--- src/rtl/traffic_pkg.sv ---
`default_nettype none
// ============================================================================
//  Module      : traffic_pkg
//  Description : Shared constants for the highway/country-road phase
//                scheduler: lamp encodings, phase state codes and the dwell
//                counter width.
//  Revision    : 1.0 - initial release
// ============================================================================
package traffic_pkg;

   // Dwell counter width and its saturation value
   localparam int               c_CNT_W   = 5;
   localparam logic [c_CNT_W-1:0] c_CNT_MAX = 5'd31;

   // Lamp encodings
   localparam logic [1:0] c_LIGHT_R = 2'b00;
   localparam logic [1:0] c_LIGHT_Y = 2'b01;
   localparam logic [1:0] c_LIGHT_G = 2'b10;

   // Phase state codes (also driven on the debug phase output)
   localparam logic [2:0] c_ST_HG  = 3'd0;   // highway green
   localparam logic [2:0] c_ST_HY  = 3'd1;   // highway yellow
   localparam logic [2:0] c_ST_AR1 = 3'd2;   // all red, towards country
   localparam logic [2:0] c_ST_CG  = 3'd3;   // country green
   localparam logic [2:0] c_ST_CY  = 3'd4;   // country yellow
   localparam logic [2:0] c_ST_AR2 = 3'd5;   // all red, towards highway

endpackage : traffic_pkg
`default_nettype wire

--- src/rtl/dwell_timer.sv ---
`default_nettype none
// ============================================================================
//  Module      : dwell_timer
//  Description : Per-phase dwell counter. Restarts from 0 on phase entry,
//                counts one per cycle and saturates at the maximum count.
//                Flags the terminal cycle of an N-cycle dwell (count==N-1).
//  Ports       : clock     - rising-edge clock
//                clear_n   - synchronous active-low reset
//                restart   - phase changes on this edge; next count is 0
//                dwell_len - dwell length N in cycles (1..31)
//                count     - current dwell count
//                done      - high on the last cycle of the N-cycle dwell
//  Revision    : 1.0 - initial release
// ============================================================================
module dwell_timer
   import traffic_pkg::*;
(
   input  logic               clock,
   input  logic               clear_n,
   input  logic               restart,
   input  logic [c_CNT_W-1:0] dwell_len,
   output logic [c_CNT_W-1:0] count,
   output logic               done
);

   logic [c_CNT_W-1:0] r_count;

   always_ff @(posedge clock) begin
      if (!clear_n) begin
         r_count <= '0;
      end else if (restart) begin
         r_count <= '0;
      end else if (r_count != c_CNT_MAX) begin
         r_count <= r_count + 1'b1;
      end
   end

   assign count = r_count;
   assign done  = (r_count == (dwell_len - 1'b1));

endmodule : dwell_timer
`default_nettype wire

--- src/rtl/traffic_phase_sched.sv ---
`default_nettype none
// ============================================================================
//  Module      : traffic_phase_sched
//  Description : Moore-style highway/country-road traffic phase scheduler
//                with pedestrian walk and emergency preemption towards the
//                highway. Outputs decode from registered state only.
//  Ports       : clock      - rising-edge clock
//                clear_n    - synchronous active-low reset
//                car_x      - country-road car sensor (level)
//                ped_req    - pedestrian button (any high cycle = request)
//                emerg      - emergency preempt, favours the highway (level)
//                hwy_light  - highway lamp  (R=00, Y=01, G=10)
//                ctry_light - country lamp  (R=00, Y=01, G=10)
//                ped_walk   - walk indication for the country crossing
//                phase      - current phase code, debug only
//  Revision    : 1.0 - initial release
// ============================================================================
module traffic_phase_sched
   import traffic_pkg::*;
#(
   parameter int Y2R_CYCLES     = 3,
   parameter int R2G_CYCLES     = 2,
   parameter int MIN_GREEN      = 8,
   parameter int MAX_CTRY_GREEN = 16
) (
   input  logic       clock,
   input  logic       clear_n,
   input  logic       car_x,
   input  logic       ped_req,
   input  logic       emerg,
   output logic [1:0] hwy_light,
   output logic [1:0] ctry_light,
   output logic       ped_walk,
   output logic [2:0] phase
);

   localparam logic [c_CNT_W-1:0] c_Y2R      = c_CNT_W'(Y2R_CYCLES);
   localparam logic [c_CNT_W-1:0] c_R2G      = c_CNT_W'(R2G_CYCLES);
   localparam logic [c_CNT_W-1:0] c_MIN_LAST = c_CNT_W'(MIN_GREEN - 1);
   localparam logic [c_CNT_W-1:0] c_MAX_CG   = c_CNT_W'(MAX_CTRY_GREEN);

   logic [2:0]         r_state;
   logic [2:0]         w_state_nxt;
   logic               r_req_pend;
   logic               r_ped_pend;
   logic               r_walk_latch;
   logic [c_CNT_W-1:0] w_count;
   logic [c_CNT_W-1:0] w_dwell_len;
   logic               w_done;
   logic               w_min_met;
   logic               w_restart;
   logic               w_enter_cg;
   logic               w_exit_cg;
   logic               w_ped_pend_nxt;

   // ------------------------------------------------------------------
   // Dwell timer
   // ------------------------------------------------------------------
   assign w_restart = (w_state_nxt != r_state);
   assign w_min_met = (w_count >= c_MIN_LAST);

   always_comb begin
      w_dwell_len = c_MAX_CG;
      case (r_state)
         c_ST_HY, c_ST_CY:   w_dwell_len = c_Y2R;
         c_ST_AR1, c_ST_AR2: w_dwell_len = c_R2G;
         default:            w_dwell_len = c_MAX_CG;
      endcase
   end

   dwell_timer u_dwell_timer (
      .clock     (clock),
      .clear_n   (clear_n),
      .restart   (w_restart),
      .dwell_len (w_dwell_len),
      .count     (w_count),
      .done      (w_done)
   );

   // ------------------------------------------------------------------
   // State register
   // ------------------------------------------------------------------
   always_ff @(posedge clock) begin
      if (!clear_n) begin
         r_state <= c_ST_HG;
      end else begin
         r_state <= w_state_nxt;
      end
   end

   // ------------------------------------------------------------------
   // Next-state logic
   // ------------------------------------------------------------------
   always_comb begin
      w_state_nxt = r_state;
      case (r_state)
         c_ST_HG:  if (w_min_met && r_req_pend && !emerg) w_state_nxt = c_ST_HY;
         c_ST_HY:  if (w_done) w_state_nxt = c_ST_AR1;
         c_ST_AR1: if (w_done) w_state_nxt = c_ST_CG;
         // Country green ends early on emergency, once demand is gone
         // after the minimum green, or at the hard cap.
         c_ST_CG:  if (emerg || (!car_x && w_min_met) || w_done)
                      w_state_nxt = c_ST_CY;
         c_ST_CY:  if (w_done) w_state_nxt = c_ST_AR2;
         c_ST_AR2: if (w_done) w_state_nxt = c_ST_HG;
         default:  w_state_nxt = c_ST_HG;
      endcase
   end

   // ------------------------------------------------------------------
   // Request and pedestrian flags
   // ------------------------------------------------------------------
   assign w_enter_cg = (w_state_nxt == c_ST_CG) && (r_state != c_ST_CG);
   assign w_exit_cg  = (r_state == c_ST_CG) && (w_state_nxt != c_ST_CG);

   // Button presses during country green are not latched, so they cannot
   // extend or re-trigger the walk already being served.
   assign w_ped_pend_nxt = (ped_req && (r_state != c_ST_CG)) ? 1'b1 :
                           (w_exit_cg ? 1'b0 : r_ped_pend);

   always_ff @(posedge clock) begin
      if (!clear_n) begin
         r_req_pend   <= 1'b0;
         r_ped_pend   <= 1'b0;
         r_walk_latch <= 1'b0;
      end else begin
         // A new request in the entry cycle outranks the clear
         if (car_x || ped_req) begin
            r_req_pend <= 1'b1;
         end else if (w_enter_cg) begin
            r_req_pend <= 1'b0;
         end
         r_ped_pend <= w_ped_pend_nxt;
         // Walk decision is frozen for the whole country green
         if (w_enter_cg) begin
            r_walk_latch <= w_ped_pend_nxt;
         end else if (w_exit_cg) begin
            r_walk_latch <= 1'b0;
         end
      end
   end

   // ------------------------------------------------------------------
   // Output decode (registered state only)
   // ------------------------------------------------------------------
   always_comb begin
      hwy_light  = c_LIGHT_R;
      ctry_light = c_LIGHT_R;
      case (r_state)
         c_ST_HG: hwy_light  = c_LIGHT_G;
         c_ST_HY: hwy_light  = c_LIGHT_Y;
         c_ST_CG: ctry_light = c_LIGHT_G;
         c_ST_CY: ctry_light = c_LIGHT_Y;
         default: begin
            hwy_light  = c_LIGHT_R;
            ctry_light = c_LIGHT_R;
         end
      endcase
      ped_walk = (r_state == c_ST_CG) && r_walk_latch;
      phase    = r_state;
   end

endmodule : traffic_phase_sched
`default_nettype wire

--- config.mk ---
export PLATFORM = sky130hd
export DESIGN_NAME = traffic_phase_sched
export DESIGN_NICKNAME = d
export VERILOG_FILES = /design/src/rtl/traffic_pkg.sv /design/src/rtl/dwell_timer.sv /design/src/rtl/traffic_phase_sched.sv
export SDC_FILE = /design/constraint.sdc
export NUM_CORES = 1
export LEC_CHECK = 0
export CAP_MARGIN = 20
export CORE_UTILIZATION = 45
export CTS_CLUSTER_DIAMETER = 80
export DETAILED_ROUTE_END_ITERATION = 8
export PLACE_DENSITY_LB_ADDON = 0.2
export SLEW_MARGIN = 20
export SYNTH_ARGS = -nofsm -noshare
export SYNTH_HDL_FRONTEND = slang
export SYNTH_SLANG_ARGS = --single-unit
export TNS_END_PERCENT = 20
--- constraint.sdc ---
create_clock -name clock -period 5.6 [get_ports clock]
set_input_delay 1.4 -clock clock [delete_from_list [all_inputs] [get_ports clock]]
set_output_delay 1.4 -clock clock [all_outputs]
set_load 0.01 [all_outputs]
==> flow_summary.json, run 1 <==
{
  "cts_made_buffers": 3,
  "p_comb_share_pct": 37.0,
  "syn_to_final_growth_pct": 17.0,
  "setup_violations": 0,
  "dr_wl_met3_um": 74,
  "n_fill_cell": 163,
  "nonClkBufAreaFrac_pct": 12.0,
  "hold_class": "flop to flop",
  "dr.max_layer_used": "met4",
  "nNonClkInverters": 6,
  "p_int_uw": 173,
  "syn_inst": 103,
  "coreArea_mm2": 0.00175,
  "drtIter0Drc": 27,
  "yosysWarningCount": 0,
  "outcome": "complete, no violations",
  "dominant_cells": "combinational gates",
  "arrival_ns": 2.05,
  "grt_max_degree": 19,
  "vias_per_cell": 5.72,
  "yosysTopAreaCellShare_pct": 25.8,
  "fmax_mhz": 290,
  "comb_share_pct": 57.9,
  "critPathRequiredTime_ns": 4.20,
  "p_leak_uw": 0.000399,
  "p_clk_uw": 56.0,
  "layout.area.seq_um2": 220,
  "synth_flops": 11,
  "power_density_mw_per_mm2": 290,
  "utilization_pct": 57.3,
  "cts_buffer_depth": 2,
  "finalCritPeriodShare_pct": 61.6,
  "drv_slew": 0,
  "top_power_group": "registers",
  "nMultiInputCombCells": 80,
  "clockNetworkAreaShare_pct": 2.63,
  "critical_path_class": "flop to output pin",
  "top_area_cell": "dfxtp_1"
}
## run 1: metrics by stage
step	cells	power (uW)	hold slack [ns]
floorplan	103	203	0.435
global placement	134	229	0.452
detailed placement	134	232	0.458
CTS	138	289	0.473
global route	138	311	0.491
finish	138	289	0.467
## run 1: worst paths after layout
path | start | end | slack (ns) | cells after the start
worst max-delay path | phase[0] | ped_walk | 2.15 | 4
worst min register to register | r_walk_latch | r_walk_latch | 0.47 | 2
worst max register to register | phase[1] | r_req_pend | 3.05 | 8
worst min-delay path | r_walk_latch | r_walk_latch | 0.47 | 2
## run 1: kinds of logic after synthesis
family,Yosys count,synth area share (%)
simple gates,38,28.4
compound gates,30,24.6
buf+inv,12,6.44
flops,11,25.8
xor+xnor,4,4.10
mux,4,4.83
fa+ha+maj,4,5.86
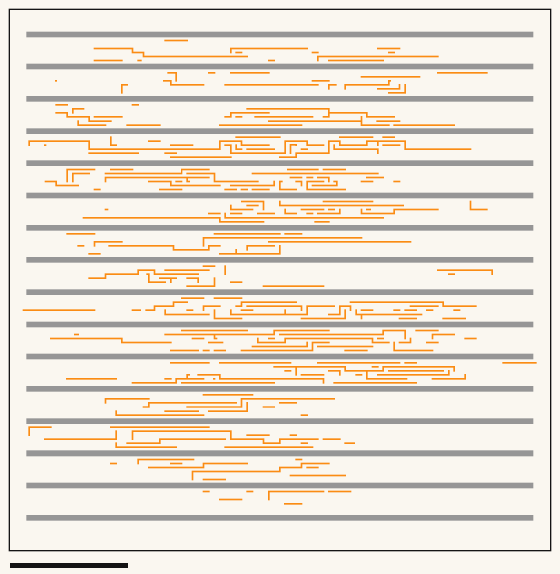
Run 1: met1 routing
The bar under the picture is 10 um long. Supply wires on this layer in grey.
wire length on this layer: 895 um
longest straight run: 13.3 um
nets with wire on the layer: 107
main direction: horizontal
via count: 789
grt met1 use: 28.2%
WL final: 1790 um

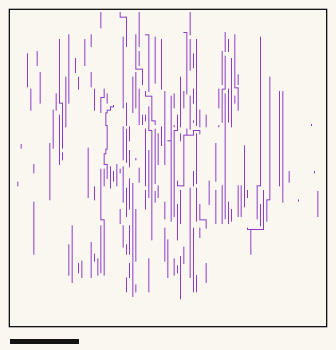
Run 1: signal wires on met2
The bar under the picture is 10 um long.
share of all routed wire: 44%
longest straight run: 21.4 um
wire length on this layer: 795 um
main direction: vertical
nets with wire on the layer: 99

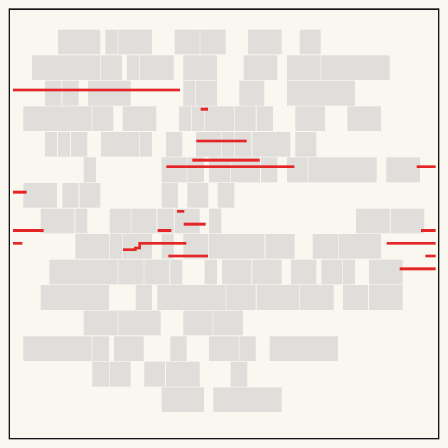
Run 1: the metal 3 layer
Cells faint in the background.
share of all routed wire: 4.2%
main direction: horizontal
wire length on this layer: 74.5 um
GR Layer Usage met3: 4.76%

==> run 2, diff against run 1 <==
- clock period: 5.6 -> 3.6 ns (I/O delays scaled with it)
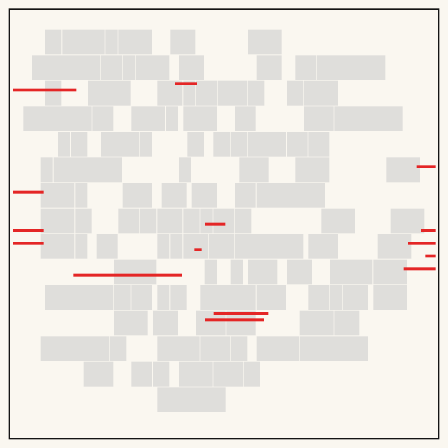
Run 2: the metal 3 layer
Cells faint in the background.
wire length on this layer: 51.8 um
main direction: horizontal
nets with wire on the layer: 13
longest straight run: 11.3 um
share of all routed wire: 2.8%
GR Layer Usage met3: 2.38%
via count: 797
WL final: 1830 um

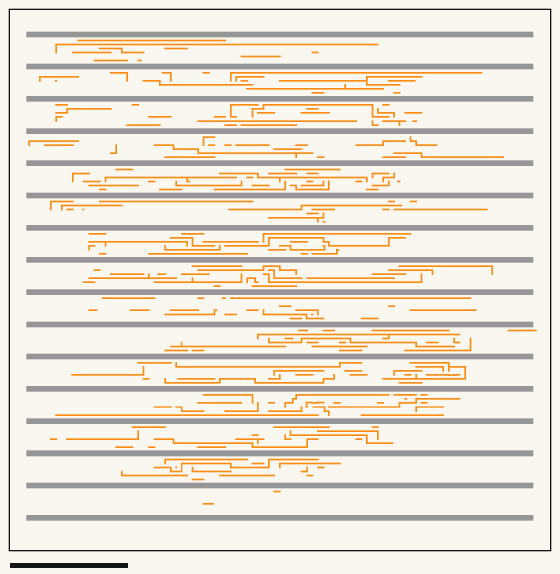
Run 2: met1 routing
The bar under the picture is 10 um long. Supply wires on this layer in grey.
wire length on this layer: 919 um
share of all routed wire: 50%
grt met1 use: 26.9%

==> run 2 against run 1 <==
Compared with the run above:
- global-route usage is 1.1 points higher
- sequential power increased by 55%
- sequential cell count stayed put
- critical path depth did not move
- synthesized cell count did not move
- clock power is 67% higher
- utilization is the same
- die area did not move
- highest routed layer unchanged
==> flow_summary.json, run 2 <==
{
  "lay_top_count": "clkdlybuf4s50_1",
  "largest_reg_flops": 5,
  "grt_pass1_vias": 705,
  "nets": 123,
  "rrSetupSlack_ns": 1.04,
  "syn_to_final_growth_pct": 17.0,
  "outcome": "complete, no violations",
  "ys_chip_area_um2": 855,
  "ys_sh_simple_pct": 28.4,
  "placedCellCount": 134,
  "critPathRequiredTime_ns": 2.70,
  "xor_share_pct": 4.10,
  "stdcell_count": 138,
  "setup_violations": 0,
  "hold_class": "flop to flop",
  "mux_share_pct": 4.83,
  "critical_path_class": "flop to output pin",
  "hold_ws_ns": 0.478,
  "p_comb_share_pct": 36.5,
  "rsz0062_at_grt": "false",
  "finalCritPeriodShare_pct": 81.5,
  "synthAdderAreaFrac_pct": 5.86,
  "cap_violations": 0,
  "total_power_uw": 455,
  "synth_flops": 11,
  "topCombFamilyByArea": "simple AND/OR/NAND/NOR gates",
  "min-delay-start": "r_walk_latch",
  "worstPathMaxFanout": 18,
  "drv_slew": 0,
  "arrival_ns": 2.03,
  "fin_skew_ns": 0.00513,
  "top_area_cell": "dfxtp_1",
  "fmax_mhz": 341,
  "r2r-start": "phase[1]",
  "drtIter0Drc": 11,
  "power_density_mw_per_mm2": 455,
  "ys_cells": 103,
  "dpl_cell_area_um2": 973,
  "yosysTopAreaCellShare_pct": 25.8,
  "area_leaders": "dfxtp_1 (26%), ha_1 (5.9%), a21oi_1 (5.3%)",
  "dr_wl_met3_um": 51,
  "grt_max_degree": 19,
  "warning_count": 27,
  "worst_setup_path_start_kind": "flop",
  "rows": 15,
  "avgRoutedWirePerCell_um": 13.2,
  "vias_per_cell": 5.78,
  "utilization_pct": 57.3,
  "yosysWarningCount": 0,
  "p_leak_uw": 0.000399,
  "cts_buffer_depth": 2,
  "coreArea_mm2": 0.00175,
  "syn_inst": 103,
  "ys_sh_aoi_pct": 24.6,
  "clk_pin_slew_ns": 0.08,
  "dieWidth_um": 45.6,
  "dr.max_layer_used": "met4",
  "cts_made_buffers": 3,
  "p_int_uw": 269,
  "crit_start": "phase[0]"
}
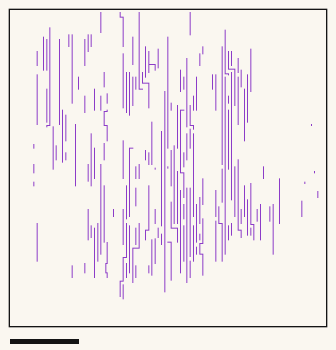
Run 2: signal wires on met2
The bar under the picture is 10 um long.
share of all routed wire: 45%
longest straight run: 28.9 um
nets with wire on the layer: 101
met2 Usage GRT: 31.1%

-- run 2: area by class of cell --
cell class	instances	area (um^2)
inverters	6	22.5
well taps	25	31.3
multi-input cells	80	579
clock buffers	4	26.3
repair buffers	12	120
fillers	157	746
flip-flops and latches	11	220
-- run 2: final timing paths --
| path | depth (start not counted) | endpoint |
|---|---|---|
| hold reg to reg | 2 | r_walk_latch |
| hold / removal | 2 | r_walk_latch |
| setup reg to reg | 11 | r_walk_latch |
| setup / recovery | 4 | ped_walk |
-- run 2: power by group through the flow --
stage	clock (uW)	combinational (uW)	sequential (uW)
2_1_floorplan	0	151	164
3_3_place_gp	0	161	194
3_5_place_dp	0	164	197
4_1_cts	93.9	166	194
5_1_grt	97.0	186	199
6_report	93.6	166	195
==> run 3, diff against run 2 <==
- clock period: 3.6 -> 2.6 ns (I/O delays scaled with it)
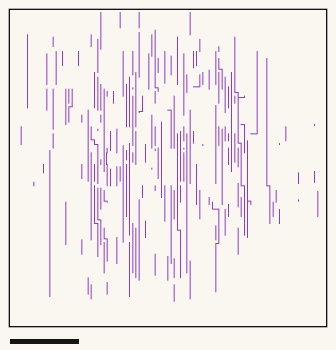
Run 3: signal wires on met2
The bar under the picture is 10 um long.
longest straight run: 21.1 um
share of all routed wire: 43%
nets with wire on the layer: 103
main direction: vertical
wire length on this layer: 786 um

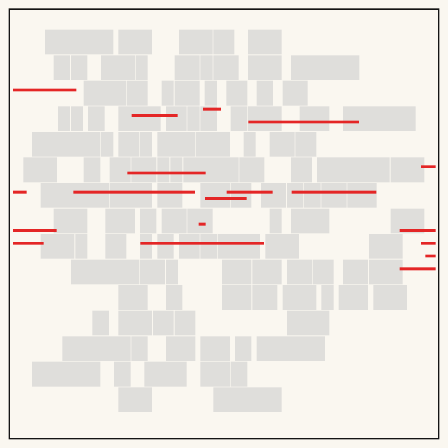
Run 3: the metal 3 layer
Cells faint in the background.
main direction: horizontal
longest straight run: 12.9 um
share of all routed wire: 5.2%

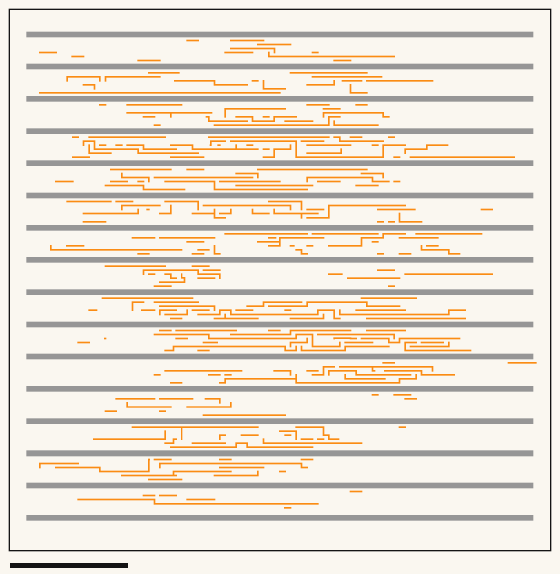
Run 3: met1 routing
The bar under the picture is 10 um long. Supply wires on this layer in grey.
nets with wire on the layer: 112
share of all routed wire: 50%

==> run 3 against run 2 <==
Compared with the run above:
- first-iteration DRC count rose to 3.1 times the previous value
- clock power grew 29%
- global-route usage shrank 0.067 points
- non-clock buffer count rose by 3
- sequential share of layout area shrank 0.29 points
- critical path type unchanged
- critical endpoint is now ctry_light[0]
- largest power group unchanged
- highest routed layer unchanged
==> flow_summary.json, run 3 <==
{
  "drv_slew": 0,
  "dominant_cells": "combinational gates",
  "clkbuf_count": 4,
  "worstPathMaxFanout": 15,
  "rsz0062_at_grt": "false",
  "nonClkBufAreaFrac_pct": 13.9,
  "cts_made_buffers": 3,
  "setup_violations": 0,
  "met2_usage_pct": 28.3,
  "clk_pin_slew_ns": 0.08,
  "ys_chip_area_um2": 855,
  "comb_share_pct": 56.5,
  "p_int_uw": 375,
  "drt_wl_total_um": 1810,
  "placedCellCount": 137,
  "total_power_uw": 625,
  "tap_cells": 25,
  "drtIter0Drc": 34,
  "n_fill_cell": 164,
  "ys_cells": 103,
  "dieWidth_um": 45.6,
  "comb_cell_power_uw": 235,
  "clockNetworkAreaShare_pct": 2.56,
  "area_leaders": "dfxtp_1 (26%), ha_1 (5.9%), a21oi_1 (5.3%)",
  "grt_use_met1_pct": 29.8,
  "seq_cells": 11,
  "syn_inst": 103,
  "critical_path_class": "flop to output pin",
  "grt_pass1_vias": 659,
  "dpl_cell_area_um2": 996,
  "power_density_mw_per_mm2": 610,
  "fin_skew_ns": 0.00408,
  "finalCritPeriodShare_pct": 93.2,
  "yosysTopAreaCellShare_pct": 25.8,
  "avgRoutedWirePerCell_um": 12.8,
  "largest_reg_flops": 5,
  "nNonClkInverters": 6,
  "rows": 15,
  "yosysWarningCount": 0,
  "logic_area_um2": 579,
  "outcome": "complete, no violations",
  "buffers": 15,
  "arrival_ns": 1.77,
  "coreArea_mm2": 0.00175,
  "nMultiInputCombCells": 80,
  "cap_violations": 0,
  "layout.area.seq_um2": 223,
  "worst_setup_path_start_kind": "flop",
  "nets": 126,
  "hold_class": "flop to flop",
  "syn_to_final_growth_pct": 19.9,
  "grt.met3_usage_pct": 4.76,
  "synth_flops": 11,
  "cts_buffer_depth": 2,
  "hold_ws_ns": 0.470,
  "p_leak_uw": 0.000415,
  "grt_max_degree": 19
}
[run 3: cell counts after synthesis]
Identical to the previous run, type by type.
[run 3: per-layer routing]
| layer | vias up | wire length, um |
|---|---|---|
| met5 | - | 0 |
| met1 | 366 | 907 |
| met3 | 5 | 94 |
| met2 | 24 | 785 |
| met4 | 0 | 23 |
| li1 | 410 | - |
[run 3: logic make-up after synthesis]
group           share of synthesized area [%]
mux                                      4.83
buf+inv                                  6.44
flops                                    25.8
fa+ha+maj                                5.86
simple gates                             28.4
xor+xnor                                 4.10
compound gates                           24.6
[run 3: final timing paths]
path | startpoint | end | cells past startpoint
max | phase[2] | ctry_light[0] | 2
min | r_walk_latch | r_walk_latch | 2
max reg2reg | phase[2] | r_req_pend | 8
min reg2reg | r_walk_latch | r_walk_latch | 2

==> screenshots <==
Clock distribution.
image #1
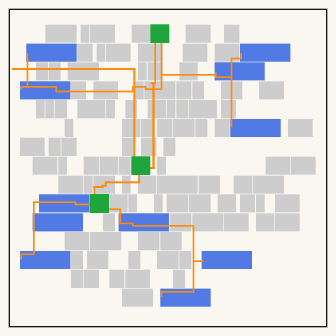
image #2
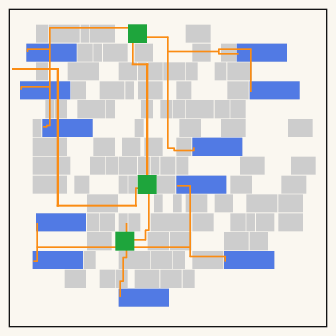
image #3
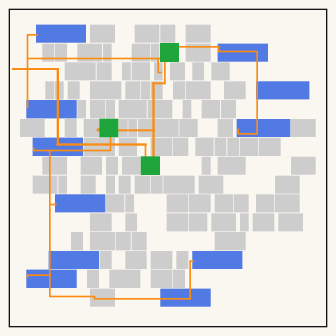
| from | picture |
|---|---|
| run 1 | image #1 |
| run 2 | image #2 |
| run 3 | image #3 |

Key to image #2:
[clock wires] orange | length: 216 um
[cells driving clock nets] green | count: 3
[flip-flops] blue | count: 11
routed clock nets: 4

Power is estimated from default activity; no workload was simulated.
